===== src/rtl/cache_read_arbiter.sv =====
// cache_read_arbiter: round-robin sharing of one AXI read channel between ICache and DCache fetches
module cache_read_arbiter #(
    parameter int LINEBEATS = 16,
    parameter int AXIDW     = 32
) (
    input  logic             Clk,
    input  logic             Rest,
    input  logic             IcaReadAble,
    input  logic             IUncacheRead,
    input  logic [31:0]      IcaReadAddr,
    input  logic             ICacheFlash,
    output logic             CacReadfree,
    output logic             IRshankhand,
    output logic             ReadBackAble,
    output logic [511:0]     ReadBackDate,
    input  logic             DcaReadAble,
    input  logic             DUncacheRead,
    input  logic [31:0]      DcaReadAddr,
    output logic             DcaReadfree,
    output logic             DRshankhand,
    output logic             DReadBackAble,
    output logic [511:0]     DReadBackDate,
    output logic             ArValid,
    input  logic             ArReady,
    output logic [31:0]      ArAddr,
    output logic [7:0]       ArLen,
    output logic [2:0]       ArSize,
    output logic [1:0]       ArBurst,
    input  logic             RValid,
    output logic             RReady,
    input  logic [AXIDW-1:0] RData,
    input  logic             RLast
);
    localparam logic [3:0] LAST_BEAT = 4'(LINEBEATS - 1);

    typedef enum logic [1:0] {IDLE, ADDR, DATA, RESP} state_t;

    state_t       state_q, state_d;
    logic         gnt_d_q, gnt_d_d, last_d_q, last_d_d, cached_q, cached_d;
    logic         sat_q, sat_d, flush_q, flush_d;
    logic [31:0]  addr_q, addr_d;
    logic [3:0]   cnt_q, cnt_d;
    logic [511:0] line_q, line_d, i_data_q, i_data_d, d_data_q, d_data_d, resp_data;
    logic         pend_i, pend_d, pick_d, grant, hs, beat;

    assign pend_i    = IcaReadAble | IUncacheRead;
    assign pend_d    = DcaReadAble | DUncacheRead;
    assign pick_d    = pend_d && (!pend_i || !last_d_q);
    assign grant     = state_q == IDLE && (pend_i || pend_d);
    assign hs        = ArValid && ArReady;
    assign beat      = RValid && RReady;
    assign resp_data = cached_q ? line_q : {{480{1'b0}}, line_q[31:0]};

    // state register
    always_ff @(posedge Clk) begin
        state_q <= Rest ? IDLE : state_d;
    end

    // next-state: grant -> address phase -> beats until RLast -> one response cycle
    always_comb begin
        state_d = state_q;
        case (state_q)
            IDLE:    state_d = grant ? ADDR : IDLE;
            ADDR:    state_d = hs ? DATA : ADDR;
            DATA:    state_d = beat && RLast ? RESP : DATA;
            default: state_d = IDLE;
        endcase
    end

    // outputs, all forced low while reset is asserted
    always_comb begin
        CacReadfree   = !Rest && state_q == IDLE;
        DcaReadfree   = CacReadfree;
        ArValid       = !Rest && state_q == ADDR;
        ArAddr        = !ArValid ? 32'd0 : cached_q ? {addr_q[31:6], 6'b0} : addr_q;
        ArLen         = ArValid && cached_q ? 8'(LINEBEATS - 1) : 8'd0;
        ArSize        = ArValid ? 3'b010 : 3'b000;
        ArBurst       = ArValid ? 2'b01 : 2'b00;
        IRshankhand   = ArValid && ArReady && !gnt_d_q;
        DRshankhand   = ArValid && ArReady && gnt_d_q;
        RReady        = !Rest && state_q == DATA;
        ReadBackAble  = !Rest && state_q == RESP && !gnt_d_q && !flush_q && !ICacheFlash;
        DReadBackAble = !Rest && state_q == RESP && gnt_d_q;
        ReadBackDate  = Rest ? '0 : ReadBackAble ? resp_data : i_data_q;
        DReadBackDate = Rest ? '0 : DReadBackAble ? resp_data : d_data_q;
    end

    // datapath: latch grant, assemble the line, track an I flush over the whole transaction
    always_comb begin
        gnt_d_d  = grant ? pick_d : gnt_d_q;
        last_d_d = grant ? pick_d : last_d_q;
        cached_d = grant ? (pick_d ? DcaReadAble : IcaReadAble) : cached_q;
        addr_d   = grant ? (pick_d ? DcaReadAddr : IcaReadAddr) : addr_q;
        line_d   = hs ? '0 : line_q;
        cnt_d    = hs ? 4'd0 : cnt_q;
        sat_d    = hs ? 1'b0 : sat_q;
        if (beat && !sat_q) begin
            line_d[AXIDW*int'(cnt_q) +: AXIDW] = RData;
            cnt_d = cnt_q == LAST_BEAT ? cnt_q : cnt_q + 4'd1;
            sat_d = cnt_q == LAST_BEAT;
        end
        flush_d  = state_q == RESP ? 1'b0
                 : flush_q | (ICacheFlash && (state_q == IDLE ? grant && !pick_d : !gnt_d_q));
        i_data_d = ReadBackAble ? resp_data : i_data_q;
        d_data_d = DReadBackAble ? resp_data : d_data_q;
    end

    // datapath registers; LastGrant resets to D so I wins the first tie
    always_ff @(posedge Clk) begin
        if (Rest) begin
            gnt_d_q  <= 1'b0;
            last_d_q <= 1'b1;
            cached_q <= 1'b0;
            addr_q   <= '0;
            line_q   <= '0;
            cnt_q    <= '0;
            sat_q    <= 1'b0;
            flush_q  <= 1'b0;
            i_data_q <= '0;
            d_data_q <= '0;
        end else begin
            gnt_d_q  <= gnt_d_d;
            last_d_q <= last_d_d;
            cached_q <= cached_d;
            addr_q   <= addr_d;
            line_q   <= line_d;
            cnt_q    <= cnt_d;
            sat_q    <= sat_d;
            flush_q  <= flush_d;
            i_data_q <= i_data_d;
            d_data_q <= d_data_d;
        end
    end
endmodule


===== config.mk =====
export PLATFORM = sky130hd
export DESIGN_NAME = cache_read_arbiter
export DESIGN_NICKNAME = d
export VERILOG_FILES = /design/src/rtl/cache_read_arbiter.sv
export SDC_FILE = /design/constraint.sdc
export NUM_CORES = 2
export LEC_CHECK = 0
export ABC_AREA = 1
export CAP_MARGIN = 20
export CORE_AREA = 4 4 456 458
export CTS_CLUSTER_SIZE = 16
export DETAILED_ROUTE_END_ITERATION = 10
export DIE_AREA = 0 0 460 462
export GPL_TIMING_DRIVEN = 0
export RECOVER_POWER = 25
export SLEW_MARGIN = 10
export SYNTH_ARGS = -nofsm -noshare
export SYNTH_HDL_FRONTEND = slang
export SYNTH_SLANG_ARGS = --single-unit
export TNS_END_PERCENT = 1

===== constraint.sdc =====
create_clock -name Clk -period 3.3 [get_ports Clk]
set_clock_uncertainty 0.15 [all_clocks]
set_input_delay 0.66 -clock Clk [delete_from_list [all_inputs] [get_ports Clk]]
set_output_delay 0.66 -clock Clk [all_outputs]
set_load 0.1 [all_outputs]

Fig. 1: M1 wires
Drawn at 1 px/um.
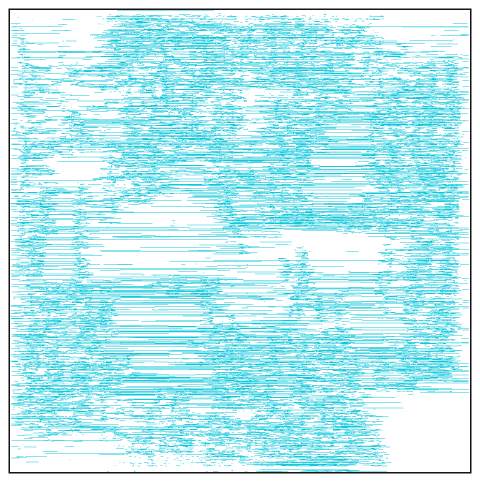
nets with wire on the layer: 8192
main direction: horizontal
wire length on this layer: 137 mm
share of all routed wire: 40%
Vias: 60200
Post-Route WL: 343 mm

Fig. 2: routing congestion
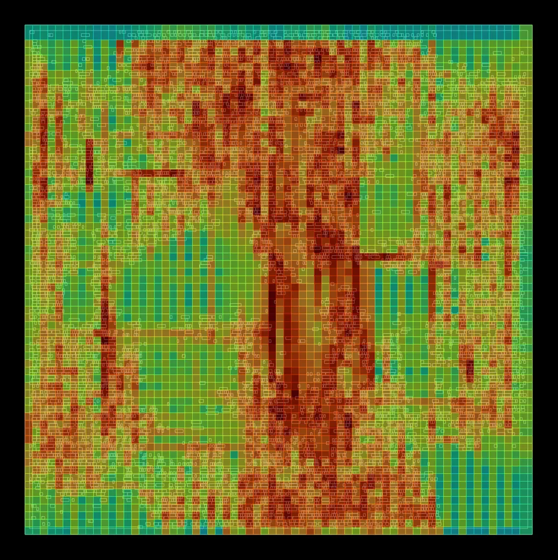
post-DR wirelength/cell: 29.9 um
Core Util, Final: 39.5%
met2 usage: 47.3%
busiest metal layer after global routing: met2

==> results.sh <==
# yosys + openroad results
export IMPL_violations="setup timing"
export IMPL_routed_wl_met2_mm=151
export IMPL_clk_power_mw=20.8
export IMPL_critPathArrivalTime_ns=3.43
export IMPL_grt_max_degree=17
export IMPL_numCtsBuffers=176
export IMPL_setup_viol=1345
export IMPL_crit_family="buffers and inverters"
export IMPL_portBuffers=1174
export IMPL_hold_start="IcaReadAddr[28]"
export IMPL_setup_ws_ns=-0.938
export IMPL_status="finished with violations"
export IMPL_cts_resized_gates=5277
export IMPL_top_regs="d_data_q: 512 flops, i_data_q: 512 flops, line_q: 512 flops"
export IMPL_topCombFamilyByArea="simple AND/OR/NAND/NOR gates"
export IMPL_rrSetupSlack_ns=-0.45
export IMPL_rows=166
export IMPL_worst_slew_pin_slew_ns=1.22
export IMPL_grt_usage_pct=30.5
export IMPL_crit_slowest_cell="clkdlybuf4s50_1"
export IMPL_seq_area_share_pct=39.2
export IMPL_inverters=142
